File: src/rtl/hb_wb_master.sv
// Hostbus-to-Wishbone master: one classic Wishbone cycle per hostbus request,
// with a stb-without-ack watchdog so an unmapped address cannot hang the host.
module hb_wb_master #(
  parameter int ADDR_W  = 16,
  parameter int DATA_W  = 16,
  parameter int TIMEOUT = 64
) (
  input  logic              clk,
  input  logic              rst,
  input  logic              hb_req,
  input  logic              hb_write,
  input  logic [ADDR_W-1:0] hb_addr,
  input  logic [DATA_W-1:0] hb_wrData,
  output logic              hb_busy,
  output logic              hb_done,
  output logic              hb_err,
  output logic [DATA_W-1:0] hb_rdData,
  output logic              glob_cycle,
  output logic              glob_strobe,
  output logic              glob_write,
  output logic [ADDR_W-1:0] glob_addr,
  output logic [DATA_W-1:0] glob_wrData,
  input  logic              glob_ack,
  input  logic [DATA_W-1:0] glob_rdData
);

  localparam int CNT_W = $clog2(TIMEOUT + 1);
  localparam logic [CNT_W-1:0] CNT_LAST = CNT_W'(TIMEOUT - 1);

  typedef enum logic [1:0] {IDLE, BUS, FIN} state_t;

  state_t            state, state_d;
  logic [CNT_W-1:0]  cnt, cnt_d;
  logic              cyc_d, busy_d, done_d, err_d, write_d;
  logic [ADDR_W-1:0] addr_d;
  logic [DATA_W-1:0] wdata_d, rdata_d;

  // CYC and STB are always asserted and dropped together.
  assign glob_strobe = glob_cycle;

  always_ff @(posedge clk or posedge rst) begin
    if (rst) begin
      state       <= IDLE;
      cnt         <= '0;
      glob_cycle  <= 1'b0;
      glob_write  <= 1'b0;
      glob_addr   <= '0;
      glob_wrData <= '0;
      hb_busy     <= 1'b0;
      hb_done     <= 1'b0;
      hb_err      <= 1'b0;
      hb_rdData   <= '0;
    end else begin
      state       <= state_d;
      cnt         <= cnt_d;
      glob_cycle  <= cyc_d;
      glob_write  <= write_d;
      glob_addr   <= addr_d;
      glob_wrData <= wdata_d;
      hb_busy     <= busy_d;
      hb_done     <= done_d;
      hb_err      <= err_d;
      hb_rdData   <= rdata_d;
    end
  end

  always_comb begin
    state_d = state;
    cnt_d   = cnt;
    cyc_d   = glob_cycle;
    write_d = glob_write;
    addr_d  = glob_addr;
    wdata_d = glob_wrData;
    busy_d  = hb_busy;
    done_d  = 1'b0;
    err_d   = 1'b0;
    rdata_d = hb_rdData;
    unique case (state)
      IDLE: begin
        if (hb_req) begin
          write_d = hb_write;
          addr_d  = hb_addr;
          wdata_d = hb_wrData;
          cyc_d   = 1'b1;
          busy_d  = 1'b1;
          cnt_d   = '0;
          state_d = BUS;
        end
      end
      BUS: begin
        // Ack is tested first so an ack on the timeout edge still completes.
        if (glob_ack) begin
          cyc_d   = 1'b0;
          done_d  = 1'b1;
          state_d = FIN;
          if (!glob_write) rdata_d = glob_rdData;
        end else if (cnt == CNT_LAST) begin
          cyc_d   = 1'b0;
          err_d   = 1'b1;
          state_d = FIN;
        end else begin
          cnt_d = cnt + 1'b1;
        end
      end
      FIN: begin
        busy_d  = 1'b0;
        cnt_d   = '0;
        state_d = IDLE;
      end
      default: state_d = IDLE;
    endcase
  end

endmodule

File: config.mk
export PLATFORM = sky130hd
export DESIGN_NAME = hb_wb_master
export DESIGN_NICKNAME = d
export VERILOG_FILES = /design/src/rtl/hb_wb_master.sv
export SDC_FILE = /design/constraint.sdc
export NUM_CORES = 1
export LEC_CHECK = 0
export ABC_AREA = 1
export CELL_PAD_IN_SITES_DETAIL_PLACEMENT = 1
export CELL_PAD_IN_SITES_GLOBAL_PLACEMENT = 1
export CORE_MARGIN = 5
export CORE_UTILIZATION = 29
export CTS_BUF_LIST = sky130_fd_sc_hd__clkbuf_4 sky130_fd_sc_hd__clkbuf_8
export DETAILED_ROUTE_END_ITERATION = 8
export GPL_TIMING_DRIVEN = 0
export PLACE_DENSITY_LB_ADDON = 0.1
export SYNTH_ARGS = -nofsm -noshare
export SYNTH_HDL_FRONTEND = slang
export SYNTH_SLANG_ARGS = --single-unit
File: constraint.sdc
create_clock -name clk -period 1.6 [get_ports clk]
set_clock_uncertainty 0.05 [all_clocks]
set_input_delay 0.16 -clock clk [delete_from_list [all_inputs] [get_ports clk]]
set_output_delay 0.16 -clock clk [all_outputs]
set_load 0.02 [all_outputs]
Drive-strength map:
Drawn at 4 px/um.
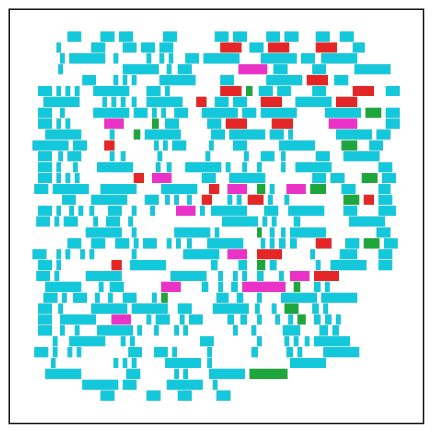
_0 and _1 cells: shown in cyan, cells 326, share 87%, most used nand2_1. _6 and larger: shown in magenta, cells 12, share 3.2%, most used clkbuf_8. _3 and _4 cells: shown in red, cells 21, share 5.6%, most used mux2_4. _2 cells: shown in green, cells 17, share 4.5%, most used mux2_2.
final setup margin: 80.5 ps
P&R area growth vs syn: 57.5%
Non-clk bufs: 115
Final Cell Area: 3970 sq um

Logic cells by family:
Drawn at 4 px/um.
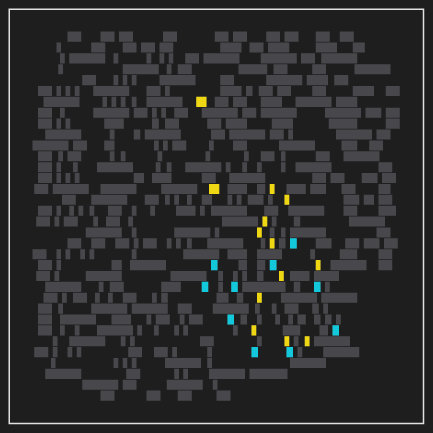
inverters: shown in yellow, cells 13. inverting AOI/OAI gates: shown in cyan, cells 10.
post-route insts no fill: 484
most numerous logic cell after layout: nand2_1
combinational share of cell area: 22.5%

==> flow_summary.yaml <==
# yosys + openroad results
die:
  fp-utilization_pct: 29.3
  die_w_um: 103
  die_area_sq_um: 10700
worst_setup_path:
  path_class: "flop to output port"
  critPathSlowestCell: "clkdlybuf4s50_1"
  cp-end-kind: "output port"
route:
  wirelength_mm: 7.09
  drtIter0Drc: 14
  routed-wl-met3_um: 596
  wl_per_cell_um: 14.6
  wl_met2_mm: 3.53
place:
  finalWeightedCongestion: 0.745
outcome:
  status: "finished clean"
job:
  drv_cap: 0
clock_tree:
  path_clk_slew_ps: 70
  clk_latency_ps: 330
  holdBufCountCts: 0
sta:
  relSlewSlack_pct: 53.4
  worst_pin_slew_ps: 697
  whs_ps: 244
  rsz0062_at_grt: "no"
  setup_viol: 0
  layout_min_cycle_time_ps: 1520
logic_synthesis:
  async_flop_share_pct: 100
  ys_warn_count: 0
  avgSynthCellArea_sq_um: 9.96
  adder_share_pct: 0.497
  netlist_instances: 253
  synth_nets: 307
  top_area_cell: "dfrtp_1"
  yosys-stat-area_sq_um: 2520
  syn_area_sq_um: 2520
power_and_ir_drop:
  pwr.group.clock_mw: 1.34
  seq_cell_power_mw: 2.55
  p_int_mw: 4.52
  power_leader: "combinational logic"
  switchingPower_mw: 2.57
  powerDensity_nw_per_um2: 1790
  combinationalPowerShare_pct: 45.1
  power_leakage_nw: 1.91
final_layout:
  final_util_pct: 46.2
  reg_top3: "glob_addr x16, glob_wrData x16, hb_rdData x16"
grt:
  busiest_layer: "met2"
  grt_pass1_wl_mm: 11.2
==> path summary, 6_finish.rpt <==
check	from	endpoint	slack (ps)	cells after the start
worst min-delay path	rst	hb_rdData[1]	240	2
worst max-delay path	hb_rdData[2]	hb_rdData[2]	80	1
max in group asynchronous	rst	cnt[0]	660	3
worst min register to register	glob_wrData[12]	glob_wrData[12]	430	2
min in group clk	hb_addr[13]	glob_addr[13]	310	3
worst max register to register	state[1]	hb_rdData[7]	90	4
==> final cells by class <==
class / instances / area, sq um / area share, %
buffer: 8 / 58.8 / 1.48
clock buffer: 11 / 139 / 3.50
clock inverter: 5 / 50.0 / 1.26
inverter: 13 / 56.3 / 1.42
multi-input combinational: 170 / 893 / 22.5
sequential: 62 / 1550 / 39.1
tap: 108 / 135 / 3.40
timing repair buffer: 107 / 1080 / 27.3
